**config.mk**
```make
export PLATFORM = sky130hd
export DESIGN_NAME = branch_predictor_2bit
export DESIGN_NICKNAME = d
export VERILOG_FILES = /design/src/rtl/branch_predictor_2bit.sv
export SDC_FILE = /design/constraint.sdc
export NUM_CORES = 1
export LEC_CHECK = 0
export CAP_MARGIN = 20
export CORE_ASPECT_RATIO = 1.5
export CORE_UTILIZATION = 40
export CTS_BUF_LIST = sky130_fd_sc_hd__clkbuf_8
export DETAILED_ROUTE_END_ITERATION = 8
export SKIP_CTS_REPAIR_TIMING = 1
export SYNTH_ARGS = -nofsm -noshare
export SYNTH_HDL_FRONTEND = slang
export SYNTH_SLANG_ARGS = --single-unit
```
**constraint.sdc**
```tcl
create_clock -name clk -period 7.4 [get_ports clk]
set_clock_uncertainty 0.15 [all_clocks]
set_input_delay 1.48 -clock clk [delete_from_list [all_inputs] [get_ports clk]]
set_output_delay 1.48 -clock clk [all_outputs]
set_load 0.01 [all_outputs]
```
**src/rtl/branch_predictor_2bit.sv**
```systemverilog
// Bimodal branch predictor: a table of 2-bit saturating counters looked up in IF and trained in ID.
// Optional gshare indexing is enabled by defining BPU_GSHARE_EN.
module branch_predictor_2bit #(
  parameter int         INDEX_BITS = 6,
  parameter logic [1:0] INIT_STATE = 2'b01
) (
  input  logic        clk,
  input  logic        rst,
  input  logic [31:0] if_pc,
  input  logic        stall,
  input  logic        flush,
  input  logic        id_branch,
  input  logic        id_taken,
  output logic        prediction,
  output logic        id_prediction,
  output logic        mispredict,
  output logic [31:0] branch_count,
  output logic [31:0] mispredict_count
);

  localparam int ENTRIES = 1 << INDEX_BITS;

  logic [1:0]            ctr_value [ENTRIES];
  logic [INDEX_BITS-1:0] pc_idx;
  logic [INDEX_BITS-1:0] if_idx;
  logic [INDEX_BITS-1:0] id_index_reg;
  logic                  id_valid_reg;
  logic                  id_prediction_reg;
  logic                  upd;
  logic [1:0]            train_cur;
  logic [1:0]            train_next;
  logic [31:0]           branch_count_reg;
  logic [31:0]           mispredict_count_reg;
  logic                  unused_pc_bits;

  assign pc_idx         = if_pc[INDEX_BITS+1:2];
  assign unused_pc_bits = ^{if_pc[31:INDEX_BITS+2], if_pc[1:0]};

`ifdef BPU_GSHARE_EN
  logic [INDEX_BITS-1:0] ghr_reg;

  assign if_idx = pc_idx ^ ghr_reg;

  always_ff @(posedge clk or posedge rst) begin
    if (rst) begin
      ghr_reg <= '0;
    end else if (upd) begin
      ghr_reg <= {ghr_reg[INDEX_BITS-2:0], id_taken};
    end
  end
`else
  assign if_idx = pc_idx;
`endif

  // Reads the registered table, so a same-cycle update is only seen next cycle.
  assign prediction = ctr_value[if_idx][1];

  // Gating with ~stall makes a branch held in ID train exactly once.
  assign upd        = id_valid_reg & id_branch & ~stall;
  assign mispredict = upd & (id_prediction_reg != id_taken);

  assign train_cur = ctr_value[id_index_reg];

  always_comb begin
    train_next = train_cur;
    if (id_taken) begin
      if (train_cur != 2'b11) train_next = train_cur + 2'd1;
    end else begin
      if (train_cur != 2'b00) train_next = train_cur - 2'd1;
    end
  end

  genvar gi;
  generate
    for (gi = 0; gi < ENTRIES; gi++) begin : g_entry
      localparam logic [INDEX_BITS-1:0] ENTRY_IDX = INDEX_BITS'(gi);
      logic [1:0] ctr_reg;

      always_ff @(posedge clk or posedge rst) begin
        if (rst) begin
          ctr_reg <= INIT_STATE;
        end else if (upd && (id_index_reg == ENTRY_IDX)) begin
          ctr_reg <= train_next;
        end
      end

      assign ctr_value[gi] = ctr_reg;
    end
  endgenerate

  always_ff @(posedge clk or posedge rst) begin
    if (rst) begin
      id_valid_reg      <= 1'b0;
      id_prediction_reg <= 1'b0;
      id_index_reg      <= '0;
    end else if (stall) begin
      id_valid_reg      <= id_valid_reg;
      id_prediction_reg <= id_prediction_reg;
      id_index_reg      <= id_index_reg;
    end else if (flush) begin
      // The index is left alone; it is ignored while id_valid_reg is low.
      id_valid_reg      <= 1'b0;
      id_prediction_reg <= 1'b0;
    end else begin
      id_valid_reg      <= 1'b1;
      id_prediction_reg <= prediction;
      id_index_reg      <= if_idx;
    end
  end

  always_ff @(posedge clk or posedge rst) begin
    if (rst) begin
      branch_count_reg     <= '0;
      mispredict_count_reg <= '0;
    end else begin
      if (upd)        branch_count_reg     <= branch_count_reg + 32'd1;
      if (mispredict) mispredict_count_reg <= mispredict_count_reg + 32'd1;
    end
  end

  assign id_prediction    = id_prediction_reg;
  assign branch_count     = branch_count_reg;
  assign mispredict_count = mispredict_count_reg;

endmodule

```
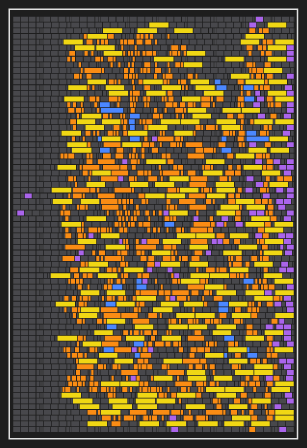
(images/class_map.png)
Fill, decap, tap and diode cells in grey.
legend:
  clock drivers and dummy loads:
    colour: blue
    cells: 32
  remaining buffers and delay cells:
    colour: purple
    cells: 102
  remaining logic cells:
    colour: orange
    cells: 783
  sequential cells:
    colour: yellow
    cells: 200

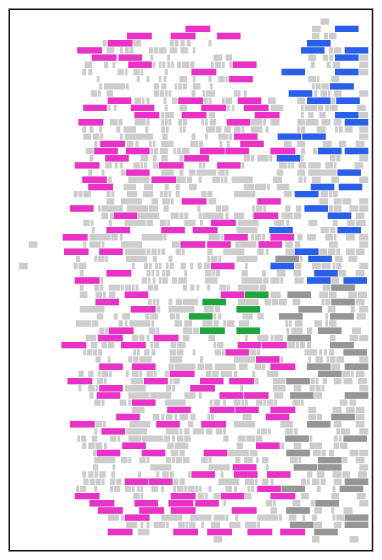
(images/ff_map.png)
Other sequential cells in the stronger grey, the rest of the logic in the fainter grey.
legend:
  id_index_reg:
    colour: green
    flops: 6
    where: middle
  mispredict_count:
    colour: blue
    flops: 32
  g_entry.ctr_reg:
    colour: magenta
    flops: 128
not coloured: 34
sequential share of cell area: 41.1%
flip-flop and latch area: 5090 um^2
Util after Layout: 46.4%
power in sequential cells: 1340 uW

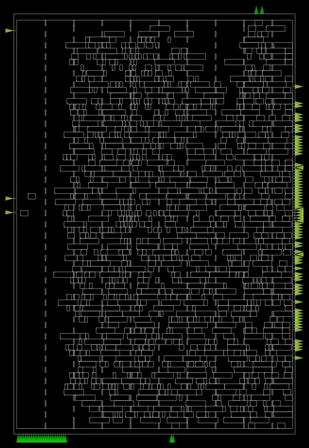
(images/placed.png)
area of the core: 26700 um^2
Placement Rows: 73
# Taps: 337
Non-Filler Instances: 1454

==> ds_physical_params.txt <==
Physical implementation characteristics

Parameter                              Value

Cells and area
  Number of clock buffers in the layout    21
  Logic Gate Count    776
  Highest-count cells in the layout ignoring fill and taps    sky130_fd_sc_hd__nand2_1, sky130_fd_sc_hd__dfrtp_1, sky130_fd_sc_hd__nand3_1
  Max FFs per register    128
  Gate Area    5480 um^2
  Final-stage net count    1144
  Fraction of area in multi-input gates    44.2%
  Non-clock inverters    7
  Proportion of cell area spent on the clock network    3.31%
  Count of plain and timing-repair buffers    102
  Area growth from synthesis to final layout    13.5%
  Final-layout fill cell count    2504
  Fraction of final layout cells with drive strength greater than 1    18.5%

Run
  Number of warnings the tools reported    54
  Count of maximum capacitance violations    0

Outcome
  Result of the run    finished clean

Yosys
  Top cells by area in the synthesized netlist    sky130_fd_sc_hd__dfrtp_1, sky130_fd_sc_hd__dfstp_2, sky130_fd_sc_hd__mux4_2, sky130_fd_sc_hd__nand2_1, sky130_fd_sc_hd__o31ai_1
  Most used DFF post-synth    sky130_fd_sc_hd__dfrtp_1
  Fraction of the mapped netlist area in adder cells    0.229%
  Synthesized-area fraction occupied by ao, oa, aoi and oai cells    13.0%
  Number of enable flip-flop cells    0
  Yosys cell count    1056
  Post-synthesis simple-gate area fraction    19.8%
  Distinct cells, synth    54
  Yosys stat area    10900 um^2
  Number of nets in the synthesized netlist    1096
  Area share, top type    31.2%
  Fraction of synthesized cell area in xor and xnor cells    5.05%
  Post-synth design cell area    10900 um^2
  Post-synthesis sequential area ratio    46.6%
  FFs w/ async S/R, synth    100%
  Leading cell type by number of instances after synthesis    sky130_fd_sc_hd__nand2_1
  Dominant combinational cell family by area after synthesis    simple AND/OR/NAND/NOR gates
  Number of warnings printed during yosys synthesis    0
  Cell taking the most area after synthesis    sky130_fd_sc_hd__dfrtp_1
  Commonest cells in the netlist    sky130_fd_sc_hd__nand2_1, sky130_fd_sc_hd__dfrtp_1, sky130_fd_sc_hd__nand3_1

Pwr
  Sequential share of power    49.3%
  Power density over the cells    220 nW/um^2
  Power Combinational    644 uW
  Share of power burned in the clock network    27.0%
  Maximum resistive drop on vdd    0.112 mV
  Net Switching    910 uW
  Clock group    736 uW
  Dominant power group    sequential cells
  Cell-internal power    1810 uW

Setup path
  Type of element capturing the critical path    output pin
  Depth of the critical timing path with buffers and inverters included    7
  Crit Path Category    in -> out
  Worst reg-to-reg setup slack    3.02 ns
  End point of the critical path    prediction
  Series of cell instances along the critical path    clkdlybuf4s50_1 > buf_4 > mux4_2 > mux4_2 > mux2i_1 > a21oi_1 > clkdlybuf4s50_1
  Critical Path Start    if_pc[2]
  CP max stage cell    sky130_fd_sc_hd__clkdlybuf4s50_1
  CP required    5.77 ns
  Worst Setup Start Kind    input port
  Buf+Inv Stages, Crit Path    3
  Worst EP arrival    4.70 ns
  Worst reg2reg endpoint    g_entry[35].ctr_reg[1]
  Worst path max stage delay    1.00 ns
  R2r worst-path depth    8

Detailed routing
  Pre-Repair DR Iteration Count    5
  Detailed Route Iter0 Violations    539
  Number of vias after detailed routing    8560
  DRC    0
  Remaining antenna violation count    0
  Drt wl/cell    21.4 um

Clocking
  Sinks on Clock Net    200
  Library cell used as clock root buffer    sky130_fd_sc_hd__clkbuf_8
  TritonCTS buffer count    17
  Clock transition at path regs    0.10 ns
  Count of H-tree levels built during CTS    4

STA
  Setup repair after global routing missed its margin    no
  Final setup slack of the worst path    1.07 ns
  Total Negative Setup Slacks    0 ns
  Shortest clock period the worst path allows after layout    6.33 ns
  Transition at the pin with the smallest max-transition slack    1.17 ns
  Relative max-transition margin    21.2%
  Number of hold violations in the final report    0

Global route
  Global-route wire length before repair    49.1 mm
  Total overflow reported by the global router    0
  Via count of the first global-routing pass    8602

Min path
  Worst hold-check path type    reg -> reg
  Number of cells on the worst hold path    2
  Beginning of the worst hold path    g_entry[27].ctr_reg[0]

Die
  Die boundary height    204 um
  Chip width    137 um

Place
  Count of input and output buffers    78
  Detailed Place HPWL    20.8 mm
  Routability congestion estimate    0.842
  Pre-CTS setup slack    1.09 ns
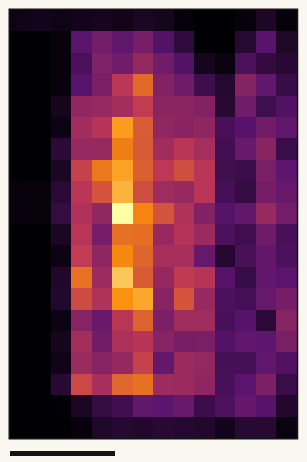
(images/route_heat.png)
The bar under the picture is 50 um long. The die is cut into 14 by 20 equal tiles; black is low, pale yellow is high, scaled to the fullest tile. Values are wire area over tile area, all layers added.
densest ninth of the die: middle
tiles over half the peak: 13%
nearly empty tiles: 17%
fullest tile: 0.69
mean over tiles: 0.18

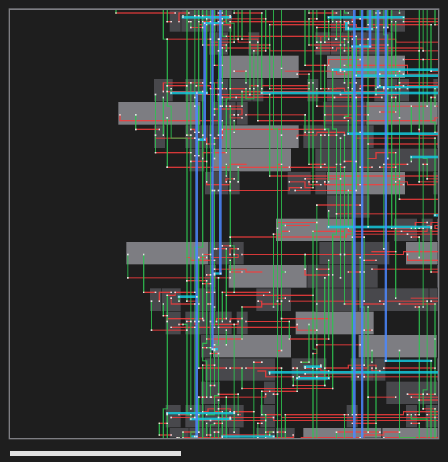
(images/closeup.png)
The bar under the picture is 20 um long. Region (9, 26) to (59, 76) um. Cells in grey, sequential cells in the stronger grey; small squares are vias.
legend:
  M2:
    colour: green
  M1:
    colour: red
  M3:
    colour: cyan
  M4:
    colour: blue
most frequent: nand2_1 (26), o31ai_1 (12), dfrtp_1 (11)
netlist names of flops here include: g_entry.ctr_reg (13)
cells with their middle in the window: 86
sequential cells in the window: 13

per-layer routing:
| layer | share of wire (%) | GRT usage, % | wire [um] |
|---|---|---|---|
| met5 | 0 | 0 | 0 |
| met4 | 5.4 | 14.1 | 1670 |
| met3 | 5.7 | 3.72 | 1770 |
| met2 | 49 | 39.1 | 15300 |
| met1 | 40 | 28.2 | 12300 |
stage by stage:
step / hold slack [ns] / utilization (%) / cell area [um^2] / total power, uW
after CTS: 0.327 / 46.4 / 12400 / 2740
final: 0.327 / 46.4 / 12400 / 2720
after global placement: 0.308 / 44.9 / 12000 / 1990
after global routing: 0.338 / 46.4 / 12400 / 2850
after floorplan: 0.300 / - / 10900 / 1770
after detailed placement: 0.313 / 44.9 / 12000 / 2000
Power figures rest on the tool's default switching activity, not on a simulated workload.
